### Clock network drawn from the DEF, run 1

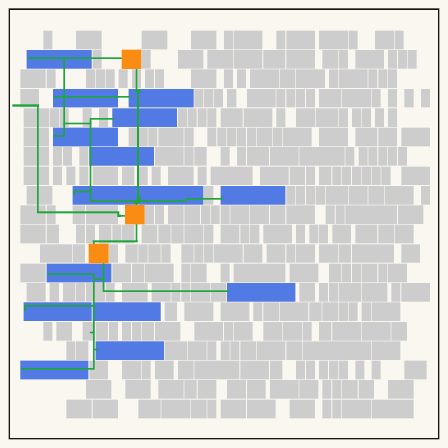
### Routing congestion map, run 1

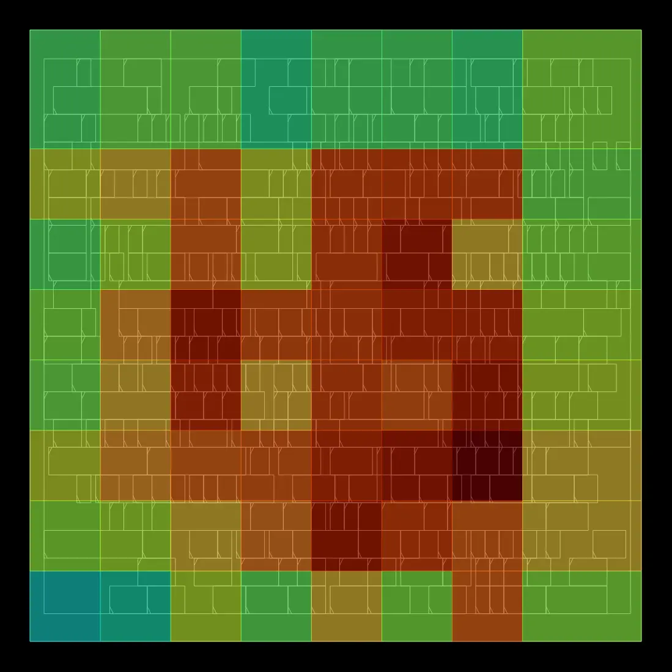
### Pin map, run 1

Pins as bars across the die edge, other pins in grey.
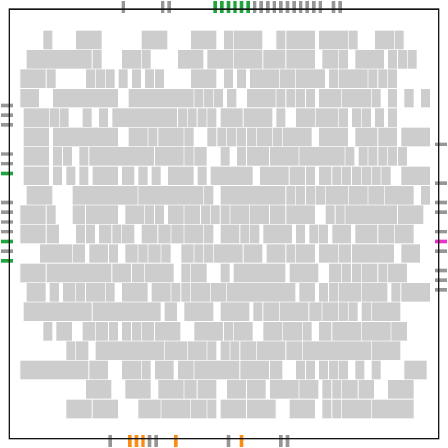
### Placed cells, one colour a class, run 1

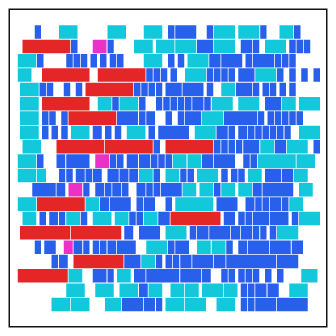
--- src/rtl/proc_ctrl_fsm_p_pkg.sv ---
// rtl/proc_ctrl_fsm_p_pkg.sv - shared opcode/state types for the bus processor control unit
package proc_ctrl_pkg;

  typedef enum logic [2:0] {
    OP_MV   = 3'd0,
    OP_MVI  = 3'd1,
    OP_ADD  = 3'd2,
    OP_SUB  = 3'd3,
    OP_LD   = 3'd4,
    OP_ST   = 3'd5,
    OP_MVNZ = 3'd6,
    OP_HALT = 3'd7
  } opcode_t;

  // S_HALT is the retire cycle of a halt; S_HALT_HOLD is where the core parks afterwards.
  typedef enum logic [4:0] {
    S_IDLE      = 5'd0,
    S_FETCH_A   = 5'd1,
    S_FETCH_W   = 5'd2,
    S_DECODE    = 5'd3,
    S_MV        = 5'd4,
    S_MVI_A     = 5'd5,
    S_MVI_W     = 5'd6,
    S_ALU1      = 5'd7,
    S_ALU2      = 5'd8,
    S_ALU3      = 5'd9,
    S_LD_A      = 5'd10,
    S_LD_W      = 5'd11,
    S_ST_A      = 5'd12,
    S_ST_D      = 5'd13,
    S_ST_W      = 5'd14,
    S_MVNZ      = 5'd15,
    S_HALT      = 5'd16,
    S_HALT_HOLD = 5'd17
  } state_t;

  // The program counter is always the highest-numbered register.
  function automatic int pc_idx(input int reg_bits);
    return (1 << reg_bits) - 1;
  endfunction

endpackage

--- src/rtl/proc_ctrl_fsm_p_if.sv ---
// rtl/proc_ctrl_fsm_p_if.sv - control unit <-> datapath/memory signal bundle
interface proc_ctrl_fsm_p_if #(parameter int REG_BITS = 3);

  localparam int N_REGS = 1 << REG_BITS;
  localparam int IR_W   = 3 + 2 * REG_BITS;

  logic              run;
  logic [IR_W-1:0]   din;
  logic              mem_ready;
  logic              g_nz;
  logic [IR_W-1:0]   ir;
  logic [4:0]        state;
  logic [N_REGS-1:0] reg_in;
  logic [N_REGS-1:0] reg_out;
  logic              g_out;
  logic              din_out;
  logic              a_in;
  logic              g_in;
  logic              add_sub;
  logic              ir_in;
  logic              addr_in;
  logic              dout_in;
  logic              w_d;
  logic              mem_req;
  logic              incr_pc;
  logic              done;

  modport master (
    input  run, din, mem_ready, g_nz,
    output ir, state, reg_in, reg_out, g_out, din_out, a_in, g_in, add_sub, ir_in,
           addr_in, dout_in, w_d, mem_req, incr_pc, done
  );

  modport slave (
    output run, din, mem_ready, g_nz,
    input  ir, state, reg_in, reg_out, g_out, din_out, a_in, g_in, add_sub, ir_in,
           addr_in, dout_in, w_d, mem_req, incr_pc, done
  );

endinterface

--- src/rtl/proc_ctrl_fsm_p_reg_sel_decoder.sv ---
// rtl/proc_ctrl_fsm_p_reg_sel_decoder.sv - register index to gated one-hot select
module reg_sel_decoder #(
  parameter int REG_BITS = 3
) (
  input  logic [REG_BITS-1:0]        idx,
  input  logic                       en,
  output logic [(1 << REG_BITS)-1:0] onehot
);

  localparam int N_REGS = 1 << REG_BITS;

  assign onehot = en ? (N_REGS'(1) << idx) : '0;

endmodule

--- src/rtl/proc_ctrl_fsm_p.sv ---
// rtl/proc_ctrl_fsm_p.sv - multicycle bus processor control FSM, parametrised register count
module proc_ctrl_fsm_p
  import proc_ctrl_pkg::*;
#(
  parameter int REG_BITS = 3
) (
  input logic             clk,
  input logic             resetn,
  proc_ctrl_fsm_p_if.master bus
);

  localparam int N_REGS = 1 << REG_BITS;
  localparam int IR_W   = 3 + 2 * REG_BITS;
  localparam logic [REG_BITS-1:0] PC = REG_BITS'(pc_idx(REG_BITS));

  state_t            state_q, state_d;
  logic [IR_W-1:0]   ir_q;
  logic              nz_q;

  opcode_t           op;
  logic [REG_BITS-1:0] rx, ry;

  logic rx_in_en, rx_out_en, ry_out_en, pc_out_en, ir_load, nz_load;
  logic g_out_s, din_out_s, a_in_s, g_in_s, add_sub_s, addr_in_s;
  logic dout_in_s, w_d_s, mem_req_s, incr_pc_s, done_s;

  logic [N_REGS-1:0] rx_oh, ry_oh, pc_oh;

  assign op = opcode_t'(ir_q[IR_W-1 -: 3]);
  assign rx = ir_q[2*REG_BITS-1 -: REG_BITS];
  assign ry = ir_q[REG_BITS-1:0];

  reg_sel_decoder #(.REG_BITS(REG_BITS)) u_rx_dec (.idx(rx), .en(1'b1),    .onehot(rx_oh));
  reg_sel_decoder #(.REG_BITS(REG_BITS)) u_ry_dec (.idx(ry), .en(ry_out_en), .onehot(ry_oh));
  reg_sel_decoder #(.REG_BITS(REG_BITS)) u_pc_dec (.idx(PC), .en(pc_out_en), .onehot(pc_oh));

  // State, instruction register and the mvnz flag; reset abandons any access in flight.
  always_ff @(posedge clk or negedge resetn) begin
    if (!resetn) begin
      state_q <= S_IDLE;
      ir_q    <= '0;
      nz_q    <= 1'b0;
    end else begin
      state_q <= state_d;
      if (ir_load) ir_q <= bus.din;
      if (nz_load) nz_q <= bus.g_nz;
    end
  end

  // Next-state and strobe decode; everything defaults to idle so IDLE drives nothing.
  always_comb begin
    state_d   = state_q;
    rx_in_en  = 1'b0;
    rx_out_en = 1'b0;
    ry_out_en = 1'b0;
    pc_out_en = 1'b0;
    ir_load   = 1'b0;
    nz_load   = 1'b0;
    g_out_s   = 1'b0;
    din_out_s = 1'b0;
    a_in_s    = 1'b0;
    g_in_s    = 1'b0;
    add_sub_s = 1'b0;
    addr_in_s = 1'b0;
    dout_in_s = 1'b0;
    w_d_s     = 1'b0;
    mem_req_s = 1'b0;
    incr_pc_s = 1'b0;
    done_s    = 1'b0;

    case (state_q)
      S_IDLE: if (bus.run) state_d = S_FETCH_A;
      S_FETCH_A: begin
        pc_out_en = 1'b1;
        addr_in_s = 1'b1;
        incr_pc_s = 1'b1;
        state_d   = S_FETCH_W;
      end
      S_FETCH_W: begin
        mem_req_s = 1'b1;
        if (bus.mem_ready) begin
          ir_load = 1'b1;
          state_d = S_DECODE;
        end
      end
      S_DECODE: begin
        case (op)
          OP_MV:          state_d = S_MV;
          OP_MVI:         state_d = S_MVI_A;
          OP_ADD, OP_SUB: state_d = S_ALU1;
          OP_LD:          state_d = S_LD_A;
          OP_ST:          state_d = S_ST_A;
          OP_MVNZ:        state_d = S_MVNZ;
          OP_HALT:        state_d = S_HALT;
          default:        state_d = S_IDLE;
        endcase
      end
      S_MV: begin
        ry_out_en = 1'b1;
        rx_in_en  = 1'b1;
        done_s    = 1'b1;
      end
      S_MVI_A: begin
        pc_out_en = 1'b1;
        addr_in_s = 1'b1;
        state_d   = S_MVI_W;
      end
      S_MVI_W: begin
        mem_req_s = 1'b1;
        if (bus.mem_ready) begin
          din_out_s = 1'b1;
          rx_in_en  = 1'b1;
          // A load into PC wins over the post-increment.
          incr_pc_s = (rx != PC);
          done_s    = 1'b1;
        end
      end
      S_ALU1: begin
        rx_out_en = 1'b1;
        a_in_s    = 1'b1;
        state_d   = S_ALU2;
      end
      S_ALU2: begin
        ry_out_en = 1'b1;
        g_in_s    = 1'b1;
        add_sub_s = ir_q[IR_W-3];
        state_d   = S_ALU3;
      end
      S_ALU3: begin
        g_out_s  = 1'b1;
        rx_in_en = 1'b1;
        nz_load  = 1'b1;
        done_s   = 1'b1;
      end
      S_LD_A: begin
        ry_out_en = 1'b1;
        addr_in_s = 1'b1;
        state_d   = S_LD_W;
      end
      S_LD_W: begin
        mem_req_s = 1'b1;
        if (bus.mem_ready) begin
          din_out_s = 1'b1;
          rx_in_en  = 1'b1;
          done_s    = 1'b1;
        end
      end
      S_ST_A: begin
        ry_out_en = 1'b1;
        addr_in_s = 1'b1;
        state_d   = S_ST_D;
      end
      S_ST_D: begin
        rx_out_en = 1'b1;
        dout_in_s = 1'b1;
        state_d   = S_ST_W;
      end
      S_ST_W: begin
        w_d_s     = 1'b1;
        mem_req_s = 1'b1;
        if (bus.mem_ready) done_s = 1'b1;
      end
      S_MVNZ: begin
        ry_out_en = nz_q;
        rx_in_en  = nz_q;
        done_s    = 1'b1;
      end
      S_HALT: begin
        done_s  = 1'b1;
        state_d = bus.run ? S_HALT_HOLD : S_IDLE;
      end
      S_HALT_HOLD: if (!bus.run) state_d = S_IDLE;
      default: state_d = S_IDLE;
    endcase

    // Ordinary retire: continue fetching while run is held, otherwise park.
    if (done_s && state_q != S_HALT) state_d = bus.run ? S_FETCH_A : S_IDLE;
  end

  assign bus.ir      = ir_q;
  assign bus.state   = state_q;
  assign bus.reg_in  = rx_oh & {N_REGS{rx_in_en}};
  assign bus.reg_out = (rx_oh & {N_REGS{rx_out_en}}) | ry_oh | pc_oh;
  assign bus.g_out   = g_out_s;
  assign bus.din_out = din_out_s;
  assign bus.a_in    = a_in_s;
  assign bus.g_in    = g_in_s;
  assign bus.add_sub = add_sub_s;
  assign bus.ir_in   = ir_load;
  assign bus.addr_in = addr_in_s;
  assign bus.dout_in = dout_in_s;
  assign bus.w_d     = w_d_s;
  assign bus.mem_req = mem_req_s;
  assign bus.incr_pc = incr_pc_s;
  assign bus.done    = done_s;

endmodule
--- src/flat_wrapper.sv ---
// flat-port wrapper written by rule: the top's interface ports become plain ports
module proc_ctrl_fsm_p_flat import proc_ctrl_pkg::*;
#(
  parameter int REG_BITS = 3
)
  (clk, resetn, bus_run, bus_din, bus_mem_ready, bus_g_nz, bus_ir, bus_state, bus_reg_in, bus_reg_out, bus_g_out, bus_din_out, bus_a_in, bus_g_in, bus_add_sub, bus_ir_in, bus_addr_in, bus_dout_in, bus_w_d, bus_mem_req, bus_incr_pc, bus_done);
  proc_ctrl_fsm_p_if #(.REG_BITS(REG_BITS)) bus_i ();
  input logic clk;
  input logic resetn;
  input wire logic [$bits(bus_i.run)-1:0] bus_run;
  input wire logic [$bits(bus_i.din)-1:0] bus_din;
  input wire logic [$bits(bus_i.mem_ready)-1:0] bus_mem_ready;
  input wire logic [$bits(bus_i.g_nz)-1:0] bus_g_nz;
  output wire logic [$bits(bus_i.ir)-1:0] bus_ir;
  output wire logic [$bits(bus_i.state)-1:0] bus_state;
  output wire logic [$bits(bus_i.reg_in)-1:0] bus_reg_in;
  output wire logic [$bits(bus_i.reg_out)-1:0] bus_reg_out;
  output wire logic [$bits(bus_i.g_out)-1:0] bus_g_out;
  output wire logic [$bits(bus_i.din_out)-1:0] bus_din_out;
  output wire logic [$bits(bus_i.a_in)-1:0] bus_a_in;
  output wire logic [$bits(bus_i.g_in)-1:0] bus_g_in;
  output wire logic [$bits(bus_i.add_sub)-1:0] bus_add_sub;
  output wire logic [$bits(bus_i.ir_in)-1:0] bus_ir_in;
  output wire logic [$bits(bus_i.addr_in)-1:0] bus_addr_in;
  output wire logic [$bits(bus_i.dout_in)-1:0] bus_dout_in;
  output wire logic [$bits(bus_i.w_d)-1:0] bus_w_d;
  output wire logic [$bits(bus_i.mem_req)-1:0] bus_mem_req;
  output wire logic [$bits(bus_i.incr_pc)-1:0] bus_incr_pc;
  output wire logic [$bits(bus_i.done)-1:0] bus_done;
  assign bus_i.run = bus_run;
  assign bus_i.din = bus_din;
  assign bus_i.mem_ready = bus_mem_ready;
  assign bus_i.g_nz = bus_g_nz;
  assign bus_ir = bus_i.ir;
  assign bus_state = bus_i.state;
  assign bus_reg_in = bus_i.reg_in;
  assign bus_reg_out = bus_i.reg_out;
  assign bus_g_out = bus_i.g_out;
  assign bus_din_out = bus_i.din_out;
  assign bus_a_in = bus_i.a_in;
  assign bus_g_in = bus_i.g_in;
  assign bus_add_sub = bus_i.add_sub;
  assign bus_ir_in = bus_i.ir_in;
  assign bus_addr_in = bus_i.addr_in;
  assign bus_dout_in = bus_i.dout_in;
  assign bus_w_d = bus_i.w_d;
  assign bus_mem_req = bus_i.mem_req;
  assign bus_incr_pc = bus_i.incr_pc;
  assign bus_done = bus_i.done;
  proc_ctrl_fsm_p #(.REG_BITS(REG_BITS)) u_core (.clk(clk), .resetn(resetn), .bus(bus_i));
endmodule
--- config.mk ---
export PLATFORM = sky130hd
export DESIGN_NAME = proc_ctrl_fsm_p_flat
export DESIGN_NICKNAME = d
export VERILOG_FILES = /design/src/rtl/proc_ctrl_fsm_p_pkg.sv /design/src/rtl/proc_ctrl_fsm_p_if.sv /design/src/rtl/proc_ctrl_fsm_p_reg_sel_decoder.sv /design/src/rtl/proc_ctrl_fsm_p.sv /design/src/flat_wrapper.sv
export SDC_FILE = /design/constraint.sdc
export NUM_CORES = 1
export LEC_CHECK = 0
export ABC_AREA = 1
export CAP_MARGIN = 20
export CORE_UTILIZATION = 44
export DETAILED_ROUTE_END_ITERATION = 10
export MAX_ROUTING_LAYER = met4
export PLACE_DENSITY = 0.85
export SLEW_MARGIN = 20
export SYNTH_ARGS = -nofsm -noshare
export SYNTH_HDL_FRONTEND = slang
export SYNTH_HIERARCHICAL = 1
export SYNTH_SLANG_ARGS = --single-unit
--- constraint.sdc ---
create_clock -name clk -period 2.3 [get_ports clk]
set_input_delay 0.575 -clock clk [delete_from_list [all_inputs] [get_ports clk]]
set_output_delay 0.575 -clock clk [all_outputs]
set_load 0.03 [all_outputs]
==> results.json, run 1 <==
{
  "status": "finished, violations left",
  "failed_checks": "setup timing",
  "logic_family": "simple AND/OR/NAND/NOR gates",
  "startpoint": "u_core/bus.state[1]",
  "hold_end": "u_core/bus.ir[3]",
  "postSynthSeqShare": 0.254,
  "openroad.warnings": 29,
  "cts_hold_buf": 0,
  "htreeDepth": 1,
  "synth-warning-count": 6,
  "p_leak_nw": 1.43,
  "inverters": 44,
  "crit_buf_inv": 4,
  "timing.rr.start": "u_core/bus.state[3]",
  "hold_viol": 0,
  "drc": 0,
  "drtPass1Iterations": 5,
  "slew_viol_final": 0,
  "final_cell_mix": "nand2_1 (68), inv_1 (35), nor2_1 (35), buf_4 (32), clkdlybuf4s50_1 (27)",
  "diodes": 0,
  "finalSetupViolations": 20,
  "ant_nets": 0,
  "rsz0062_at_grt": "true",
  "edf_count": 0,
  "fmax_mhz": 400,
  "post-dp-hpwl_um": 3760,
  "synth_cell_type_count": 26,
  "die_w_um": 60.0,
  "dominant_cells": "combinational gates",
  "antenna_found_initial": 0,
  "fin_nets": 364,
  "die_area_mm2": 0.00359,
  "clk_latency_ns": 0.29,
  "cp_max_fo": 5,
  "use_met3": 0.0455,
  "topRoutingLayerUsed": "met4",
  "fin_cells": 391,
  "wl_per_cell_um": 15.3,
  "nFillCells": 196,
  "cp_cell_sequence": "buf_6 > nor2_4 > inv_1 > nor2_1 > inv_1 > nand2_1 > nand2_1 > nor2_1 > a211o_1 > buf_6",
  "die_y_um": 60.0,
  "yosysTopAreaCell": "dfrtp_1",
  "clock-sinks": 15,
  "met2WireLength_um": 3020,
  "nWellTaps": 44,
  "seq_cells": 15,
  "grtUsageMet2": 0.517,
  "port_buffers": 55,
  "clock_cell_area_share": 0.0106,
  "area_growth_syn_to_layout_pct": 76.0,
  "vias_per_cell": 5.35,
  "wl_met1_um": 2370,
  "cap_viol_max_count": 0,
  "rrSetupSlack_ns": 0.47,
  "largest_reg_flops": 9,
  "async_flop_share": 1.00,
  "final_area_mm2": 0.00260,
  "place_congestion": 0.998,
  "endpoint_kind": "output port",
  "rr_endpoint": "u_core/bus.state[0]",
  "hp-start": "u_core/bus.ir[3]",
  "vias": 2090,
  "drive_above_1_share": 0.340,
  "syn_area_per_cell_um2": 5.93,
  "ys_sh_xor": 0,
  "max_slew_margin": 0.538,
  "clkbuf_count": 3,
  "worst_slack_ns": -0.200
}
## Picture notes: 'Clock network drawn from the DEF'
green -> clock wires  # length 210 um
blue -> flip-flops  # count 15
orange -> clock drivers  # count 3
routed clock nets = 4

## Picture notes: 'Routing congestion map'
Tot GR Track Use: 0.330
met1 usage: 0.424
Most Crowded Layer GR: met2

## Picture notes: 'Pin map'
orange -> bus_state  # pins 5, direction output, edge bottom
magenta -> bus_din_out  # pins 1, direction output, edge right
green -> bus_ir  # pins 9, direction output, edge 6 top, 3 left
all pins by edge = 22 top, 13 left, 11 bottom, 10 right

## Picture notes: 'Placed cells, one colour a class'
cyan -> other buffers and delay cells  # cells 87, share of their area 33%
blue -> combinational and other logic  # cells 241, share of their area 51%
magenta -> clock drivers and dummy loads  # cells 4, share of their area 1.1%
red -> flops  # cells 15, share of their area 15%

run 1: timing repair:
| item | CTS | global route |
|---|---|---|
| endpoints found under the hold margin | 0 | 0 |
| resized | 48 | 24 |
| pin swaps | 16 | 9 |
| buffers inserted | 15 | 6 |
| setup endpoints to repair | 24 | 20 |
run 1: where the power goes:
group          internal [mW]  switching, mW  leakage, nW
clock                 0.0647         0.0929       0.0177
sequential             0.382          0.180        0.184
combinational          0.962           1.51         1.22
run 1: per-stage QoR:
stage	hold WS (ns)	util	TNS (ns)	setup slack [ns]
after detailed placement	0.523	0.701	-0.0970	-0.0196
final	0.585	0.831	-2.98	-0.200
after global placement	0.517	0.701	0	0.0215
after CTS	0.565	0.793	-1.02	-0.0814
after floorplan	0.279	-	0	0.0201
after global routing	0.635	0.831	-4.23	-0.250
==> run 2: changes to the inputs <==
Settings changed: CORE_MARGIN set to 1.
### Placed cells, one colour a class, run 2

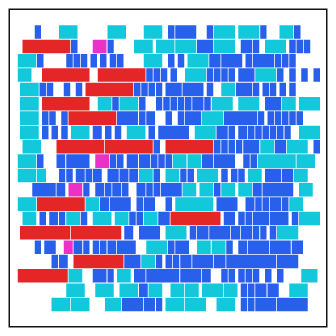
magenta -> clock drivers and dummy loads  # cells 4, share of their area 1.1%
blue -> combinational and other logic  # cells 241, share of their area 51%
red -> flops  # cells 15, share of their area 15%
cyan -> other buffers and delay cells  # cells 87, share of their area 33%

### Metal layers overlaid, run 2

Only two layers are drawn.
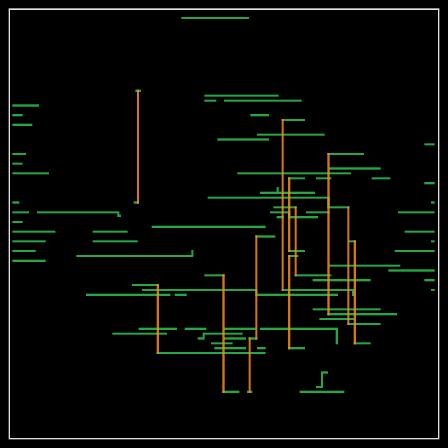
orange -> metal 4  # wire length 173 um
green -> metal 3  # wire length 439 um

==> run 2 against run 1 <==
  * The flow still finishes with violations (setup timing)
  * Cell count unchanged
  * Register-to-register slack barely moved
  * Worst setup slack unchanged
  * Synthesized cell count unchanged
==> results.json, run 2 <==
{
  "vias_per_cell": 5.35,
  "edf_count": 0,
  "cp_cell_sequence": "buf_6 > nor2_4 > inv_1 > nor2_1 > inv_1 > nand2_1 > nand2_1 > nor2_1 > a211o_1 > buf_6",
  "finalSetupViolations": 20,
  "io_pins": 56,
  "p_sw_frac": 0.558,
  "area_growth_syn_to_layout_pct": 76.0,
  "power_frac_seq": 0.176,
  "htreeDepth": 1,
  "wl_per_cell_um": 15.3,
  "timing.rr.start": "u_core/bus.state[3]",
  "comb-power_mw": 2.47,
  "ant_nets": 0,
  "wl_met1_um": 2370,
  "topRoutingLayerUsed": "met4",
  "cts_setup_buffers": 15,
  "cts-resized-gates": 48,
  "fin_tns_setup_ns": -2.98,
  "status": "finished, violations left",
  "cts_hold_buf": 0,
  "synth_cell_type_count": 26,
  "vias": 2090,
  "post-route-util": 0.831,
  "p_seq_uw": 563,
  "slew_viol_final": 0,
  "p_switching_mw": 1.78,
  "busiest_layer": "met2",
  "place_congestion": 0.998,
  "hold_end": "u_core/bus.ir[3]",
  "synth_area_mm2": 0.00148,
  "max_slew_margin": 0.538,
  "logic_family": "simple AND/OR/NAND/NOR gates",
  "startpoint": "u_core/bus.state[1]",
  "fmax_mhz": 400,
  "openroad.warnings": 29,
  "rr_endpoint": "u_core/bus.state[0]",
  "failed_checks": "setup timing",
  "port_buffers": 55,
  "die_w_um": 60.0,
  "use_met3": 0.0455,
  "grt_util_all_layers": 0.330,
  "hold_viol": 0,
  "combPwrFrac": 0.774,
  "fin_cells": 391,
  "clk_latency_ns": 0.29,
  "die_y_um": 60.0,
  "rsz0062_at_grt": "true",
  "async_flop_share": 1.00,
  "endpoint_kind": "output port",
  "dp_slack_ns": -0.0196,
  "p_leak_nw": 1.43,
  "critPathKind": "register to output port",
  "syn_area_per_cell_um2": 5.93,
  "yosysTopAreaCell": "dfrtp_1",
  "grt_use_met1": 0.424,
  "diodes": 0,
  "grtUsageMet2": 0.517,
  "clock-sinks": 15,
  "worst_slack_ns": -0.200,
  "fin_nets": 364,
  "p_int_mw": 1.41,
  "powerClk_uw": 158,
  "synth-warning-count": 6,
  "rrSetupSlack_ns": 0.47,
  "die_area_mm2": 0.00359,
  "clockPowerShare": 0.049,
  "final_area_mm2": 0.00260,
  "drive_above_1_share": 0.340,
  "ys_sh_xor": 0,
  "cp_max_fo": 5
}
==> run 2: cell counts in the layout (fill, tap and decap cells not counted) <==
Identical to the previous run, type by type.
==> run 2: layout make-up <==
class | instances | area (um2) | share of cell area
Clock buffer | 3 | 22.5 | 0.00866
Timing Repair Buffer | 87 | 831 | 0.320
Clock inverter | 1 | 5.00 | 0.00192
Sequential cell | 15 | 382 | 0.147
Inverter | 44 | 175 | 0.0674
Multi-Input combinational cell | 197 | 1130 | 0.435
Tap cell | 44 | 55.1 | 0.0212
==> run 2: worst max-delay path, delay by kind of cell, from the launching register on <==
kind | cells | cell delay [ns]
buffers and inverters | 4 | 0.46
flip-flops | 1 | 0.48
AND-OR/OR-AND | 1 | 0.14
AND/OR/NAND/NOR | 5 | 0.55
Power is estimated from default activity; no workload was simulated.
